File: src/rtl/sqrt3_arb_pkg.sv
// sqrt3_arb_pkg: shared definitions for the sqrt3 core arbiter.
//   state_t      - arbiter FSM state encoding (2 bits)
//   DEF_DATA_W   - default operand/result width
//   DEF_START_TO - default start-watchdog limit in cycles
package sqrt3_arb_pkg;

   typedef enum logic [1:0] {
      S_IDLE  = 2'd0,
      S_START = 2'd1,
      S_RUN   = 2'd2,
      S_DONE  = 2'd3
   } state_t;

   localparam int DEF_DATA_W   = 8;
   localparam int DEF_START_TO = 8;

endpackage

File: src/rtl/sqrt3_arbiter_rr_pick.sv
// rr_pick: combinational round-robin selector.
//   elig  in  N_REQ  - eligible requester mask
//   last  in  IDX_W  - index served most recently; search starts at last+1
//   pick  out N_REQ  - one-hot winner (zero when nothing is eligible)
//   idx   out IDX_W  - binary index of the winner
//   found out 1      - at least one requester was eligible
module rr_pick #(
   parameter int N_REQ = 4,
   parameter int IDX_W = $clog2(N_REQ)
) (
   input  logic [N_REQ-1:0] elig,
   input  logic [IDX_W-1:0] last,
   output logic [N_REQ-1:0] pick,
   output logic [IDX_W-1:0] idx,
   output logic             found
);

   always_comb begin
      logic [IDX_W-1:0] j;
      pick  = '0;
      idx   = '0;
      found = 1'b0;
      j     = '0;
      // Walk last+1 .. last+N_REQ modulo N_REQ; the first hit wins, so the
      // requester just served is considered last.
      for (int k = 1; k <= N_REQ; k++) begin
         j = IDX_W'((int'(last) + k) % N_REQ);
         if (!found && elig[j]) begin
            found   = 1'b1;
            pick[j] = 1'b1;
            idx     = j;
         end
      end
   end

endmodule

File: src/rtl/sqrt3_arbiter.sv
// sqrt3_arbiter: round-robin arbiter sharing one sqrt3 cube-root core.
//   clk, rst          - clock, asynchronous active-high reset
//   req, req_data     - level requests and packed operands (slice i per requester)
//   grant             - one-hot requester currently in service
//   done, err         - one-cycle completion pulse / watchdog-abort flag
//   result            - last result, held until the next done
//   busy              - arbiter not idle
//   core_start/x/rst  - drive the core; core_rst also pulses on watchdog abort
//   core_busy/result  - returned by the core
module sqrt3_arbiter
   import sqrt3_arb_pkg::*;
#(
   parameter int N_REQ    = 4,
   parameter int DATA_W   = DEF_DATA_W,
   parameter int START_TO = DEF_START_TO
) (
   input  logic                    clk,
   input  logic                    rst,
   input  logic [N_REQ-1:0]        req,
   input  logic [N_REQ*DATA_W-1:0] req_data,
   output logic [N_REQ-1:0]        grant,
   output logic [N_REQ-1:0]        done,
   output logic [DATA_W-1:0]       result,
   output logic                    err,
   output logic                    busy,
   output logic                    core_start,
   output logic [DATA_W-1:0]       core_x,
   output logic                    core_rst,
   input  logic                    core_busy,
   input  logic [DATA_W-1:0]       core_result
);

   localparam int IDX_W = $clog2(N_REQ);
   localparam int CNT_W = 8;

   state_t                         state, state_nxt;
   logic [N_REQ-1:0]               grant_nxt, done_nxt, lock, lock_nxt;
   logic [IDX_W-1:0]               last, last_nxt;
   logic [CNT_W-1:0]               cnt, cnt_nxt;
   logic [DATA_W-1:0]              result_nxt, core_x_nxt;
   logic                           err_nxt, core_start_nxt, abort, abort_nxt;

   logic [N_REQ-1:0][DATA_W-1:0]   ops;
   logic [N_REQ-1:0]               pick;
   logic [IDX_W-1:0]               pick_idx;
   logic                           pick_found;

   assign ops = req_data;

   rr_pick #(.N_REQ(N_REQ), .IDX_W(IDX_W)) u_pick (
      .elig  (req & ~lock),
      .last  (last),
      .pick  (pick),
      .idx   (pick_idx),
      .found (pick_found)
   );

   always_ff @(posedge clk or posedge rst) begin
      if (rst) begin
         state      <= S_IDLE;
         grant      <= '0;
         done       <= '0;
         err        <= 1'b0;
         result     <= '0;
         core_x     <= '0;
         core_start <= 1'b0;
         lock       <= '0;
         last       <= IDX_W'(N_REQ - 1);
         cnt        <= '0;
         abort      <= 1'b0;
      end else begin
         state      <= state_nxt;
         grant      <= grant_nxt;
         done       <= done_nxt;
         err        <= err_nxt;
         result     <= result_nxt;
         core_x     <= core_x_nxt;
         core_start <= core_start_nxt;
         lock       <= lock_nxt;
         last       <= last_nxt;
         cnt        <= cnt_nxt;
         abort      <= abort_nxt;
      end
   end

   always_comb begin
      state_nxt      = state;
      grant_nxt      = grant;
      done_nxt       = '0;
      err_nxt        = 1'b0;
      result_nxt     = result;
      core_x_nxt     = core_x;
      core_start_nxt = core_start;
      last_nxt       = last;
      cnt_nxt        = cnt;
      abort_nxt      = 1'b0;
      // done is high exactly in DONE, so OR-ing it in latches the lock at the
      // end of service; a low req always wins and re-arms the requester.
      lock_nxt       = (lock | done) & req;

      unique case (state)
         S_IDLE: begin
            if (pick_found) begin
               grant_nxt      = pick;
               last_nxt       = pick_idx;
               core_x_nxt     = ops[pick_idx];
               core_start_nxt = 1'b1;
               cnt_nxt        = '0;
               state_nxt      = S_START;
            end
         end
         S_START: begin
            if (core_busy) begin
               core_start_nxt = 1'b0;
               state_nxt      = S_RUN;
            end else if (cnt == CNT_W'(START_TO - 1)) begin
               // Core never acknowledged: reset it and finish with an error.
               core_start_nxt = 1'b0;
               abort_nxt      = 1'b1;
               result_nxt     = '0;
               done_nxt       = grant;
               err_nxt        = 1'b1;
               state_nxt      = S_DONE;
            end else begin
               cnt_nxt = cnt + 1'b1;
            end
         end
         S_RUN: begin
            if (!core_busy) begin
               result_nxt = core_result;
               done_nxt   = grant;
               state_nxt  = S_DONE;
            end
         end
         S_DONE: begin
            grant_nxt = '0;
            state_nxt = S_IDLE;
         end
         default: state_nxt = S_IDLE;
      endcase
   end

   assign busy     = (state != S_IDLE);
   assign core_rst = rst | abort;

endmodule

File: config.mk
export PLATFORM = sky130hd
export DESIGN_NAME = sqrt3_arbiter
export DESIGN_NICKNAME = d
export VERILOG_FILES = /design/src/rtl/sqrt3_arb_pkg.sv /design/src/rtl/sqrt3_arbiter_rr_pick.sv /design/src/rtl/sqrt3_arbiter.sv
export SDC_FILE = /design/constraint.sdc
export NUM_CORES = 1
export LEC_CHECK = 0
export CORE_MARGIN = 1.5
export CORE_UTILIZATION = 51
export DETAILED_ROUTE_END_ITERATION = 10
export GPL_TIMING_DRIVEN = 0
export HOLD_SLACK_MARGIN = 0.02
export PLACE_DENSITY = 0.95
export SETUP_SLACK_MARGIN = 0.05
export SLEW_MARGIN = 20
export SYNTH_ARGS = -nofsm -noshare
export SYNTH_HDL_FRONTEND = slang
export SYNTH_SLANG_ARGS = --single-unit
File: constraint.sdc
create_clock -name clk -period 5.7 [get_ports clk]
set_input_delay 1.14 -clock clk [delete_from_list [all_inputs] [get_ports clk]]
set_output_delay 1.14 -clock clk [all_outputs]
set_load 0.03 [all_outputs]
Logic cells by family:
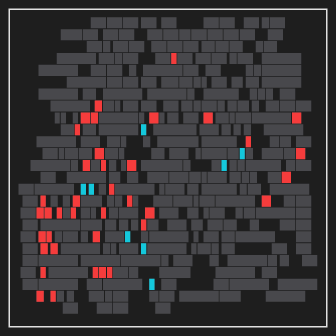
legend:
  inv cells:
    color: cyan
    cells: 8
  nand cells:
    color: red
    cells: 38
fraction of area in multi-input gates: 39.4%
commonest non-fill, non-tap cell in the layout: clkdlybuf4s50_1
Final Non-Filler Cells: 381

The metal 1 layer:
Supply wires on this layer in gray.
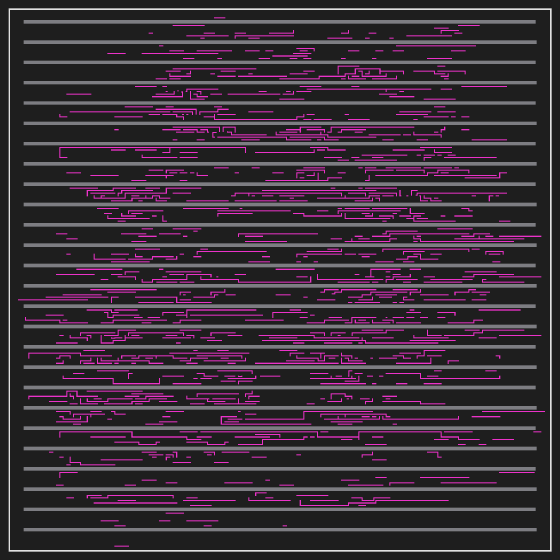
wire length on this layer: 2390 um
share of all routed wire: 40%
GRT met1 Usage: 29.7%
via count: 2259

Where the registers sit:
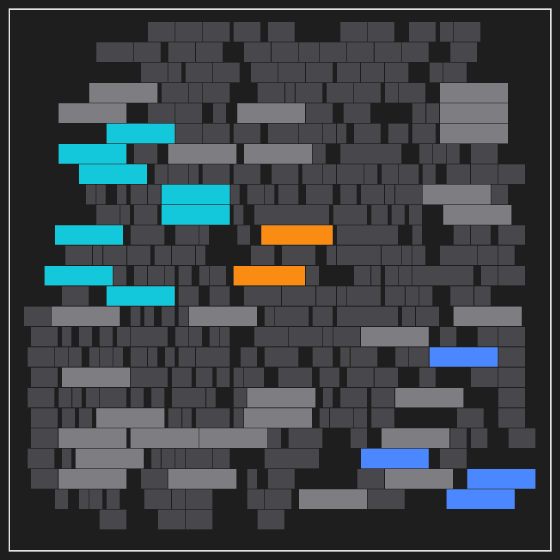
legend:
  `last`:
    color: orange
    flops: 2
  `done`:
    color: blue
    flops: 4
    where: lower right
  `cnt`:
    color: cyan
    flops: 8
not colored: 28
fraction of area in registers: 31.2%
Layout Utilization: 72.3%
sequential power: 463 uW
total area of sequential cells: 1050 um^2

Clock routing:
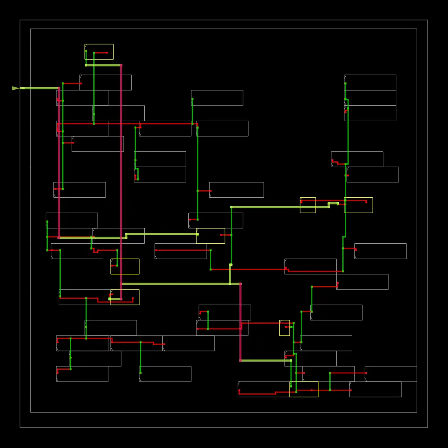
clk latency late pin: 310 ps
Clock Sinks: 42
flip-flops: 42
cts bufs inserted: 5

Floorplan with the power grid:
Pins as bars on the die edge.
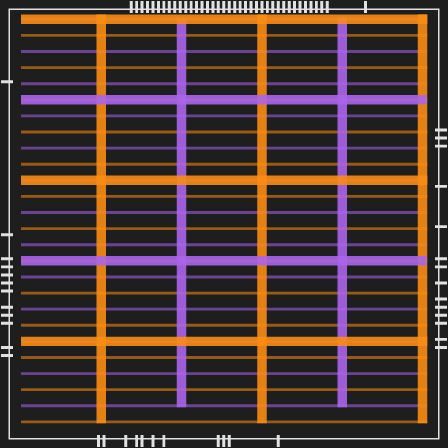
legend:
  VSS:
    color: orange
  VDD:
    color: purple
met4 straps: 5
rows: 25
signal pins: 75
met1 rails: 26
met5 straps: 5
die width: 72.3 um
Worst IR Drop VDD: 0.000338 V
die height: 72.3 um
core area: 4660 um^2

==> changes_impl.md <==
## Flow update

- Run status: finished clean
- GR peak layer: met2
- Clock buffer cells: 6
- Delay of the slowest critical-path stage: 590 ps
- Routed wire per std cell: 15.8 um
- Adder-Cell Fraction of Synth Area: 6.64%
- Post-CTS Resized: 0
- Post-Place Cell Area: 3280 um^2
- Post-Synthesis Cells: 244
- Async set-reset flop share out of synthesis: 100%
- Avg Inst Size Synth: 10.0 um^2
- Clock network fraction of total power: 11.7%
- Global-route wire length before repair: 9870 um
- Comb gate area: 1330 um^2
- Drt initial violations: 258
- Internal power: 953 uW
- Biggest area cells: dfrtp_1, ha_1, nor3_1, mux4_2, o21ai_1
- # nets final: 386
- Crit path depth: 3
- Hold Buf Count CTS: 0
- Largest net degree at the start of global routing: 29
- Critical Path End Type: output port
- Largest delay contributor family on the critical path: buffers and inverters
- Min Tclk post-route: 3570 ps
- Hold Crit Class: reg -> reg
- Tot Pwr: 1780 uW
- Power density over the cells: 527 nW/um^2
- Crit-path slowest cell: clkdlybuf4s50_1
- Combinational Power Share: 62.2%
- Tot GR Track Use: 24.3%
- Main synth FF type: dfrtp_1
- Hold_ws: 493 ps
- Max_cap viols: 0
- RSZ-0062 raised after global routing: no
- Maximum level of the CTS H-tree: 2
- Crit path top cell by count: clkdlybuf4s50_1
- Flip-flops with a built-in enable: 0
- Switching share of power: 46.4%
- Log Warnings: 36
- Post-placement worst setup slack: 1980 ps
- XORs/XNORs by Area: 3.63%
- Ys cells: 244
- NetSw: 823 uW
- Fmax achieved: 0.280 GHz
- Initial antenna violation count: 0
- Clk tree area frac: 2.82%
- Met3 usage: 6.25%
- Critical hold path startpoint: done[0]
- Lkg Pwr: 0.00145 uW
- P_comb: 1100 uW
- Max Slew Vio Count: 0
- Top Layer Used: met4
- Rows: 25
- Comb gates: 186
- Clk slew on worst S/H paths: 80 ps
- Hold EP: lock[0]
- Startpoint Class: primary input
- Flop pwr share: 26.1%
- Clock Power: 208 uW
- Slew HR: 48.5%
- Top class by area: multi-input combinational cells
- Post-synth regs: 42
- Top Layout Cells: clkdlybuf4s50_1, dfrtp_1, nor3_1
- Antenna-violating nets left: 0
- Synth Seq Share: 43.0%
- Post-Syn Area: 2450 um^2
- Yosys warning count: 0
- Synth-to-Final Area Change: 37.7%
- Top non-seq family: simple AND/OR/NAND/NOR gates
- YS chip area: 2450 um^2
- Final setup viols: 0
- Tcrit/Tclk final: 62.6%
- Met1 wire length: 2390 um
- R2R setup slack: 2400 ps
- Critical Path RT: 4560 ps
- Floorplan Nets: 304
- Wire length on met3: 373 um
- Post-CTS Setup Inserts: 0
- Non-clk buf share: 23.6%
- Logic inverters: 8
- Total wire length: 6010 um
- Final instance area: 3370 um^2
- Clock Skews: 3.70 ps
- CP endpoint: core_rst
- Number of non-clock buffers: 83
- # Taps: 54
- WP buf/inv: 2
- Crit path arrival time: 2430 ps
- Die area: 5230 um^2
- Synth unique cells: 45
- Simple share: 20.3%
- Placed Instances: 373
- PnR worst setup slack: 2130 ps
- Worst-path cell chain: clkdlybuf4s50_1, or2_2, clkdlybuf4s50_1
==> synthesized netlist by cell type (all sizes together), types with 6 or more instances <==
cell / n
ha: 13
o21ai: 22
a22oi: 7
nand2b: 8
nor3: 19
nand2: 16
inv: 8
clkbuf: 6
and2: 6
nand3: 12
nor2: 17
dfrtp: 40
==> worst register-to-register path, delay by kind of cell, from the launching register on <==
family | cells | cell delay, ps
AOI/OAI and AO/OA | 2 | 600
xor gates and xnor gates | 1 | 210
adders and majority gates | 1 | 420
buffers and inverters | 2 | 520
DFF | 1 | 580
muxes | 1 | 580
and+or+nand+nor | 2 | 290
==> flip-flops by register name, summed over array words and instances, names as in the netlist <==
name / count
state: 2
lock: 4
core_x: 8
grant: 4
done: 4
last: 2
result: 8
cnt: 8
abort: 1
core_start: 1
Power figures rest on the tool's default switching activity, not on a simulated workload.
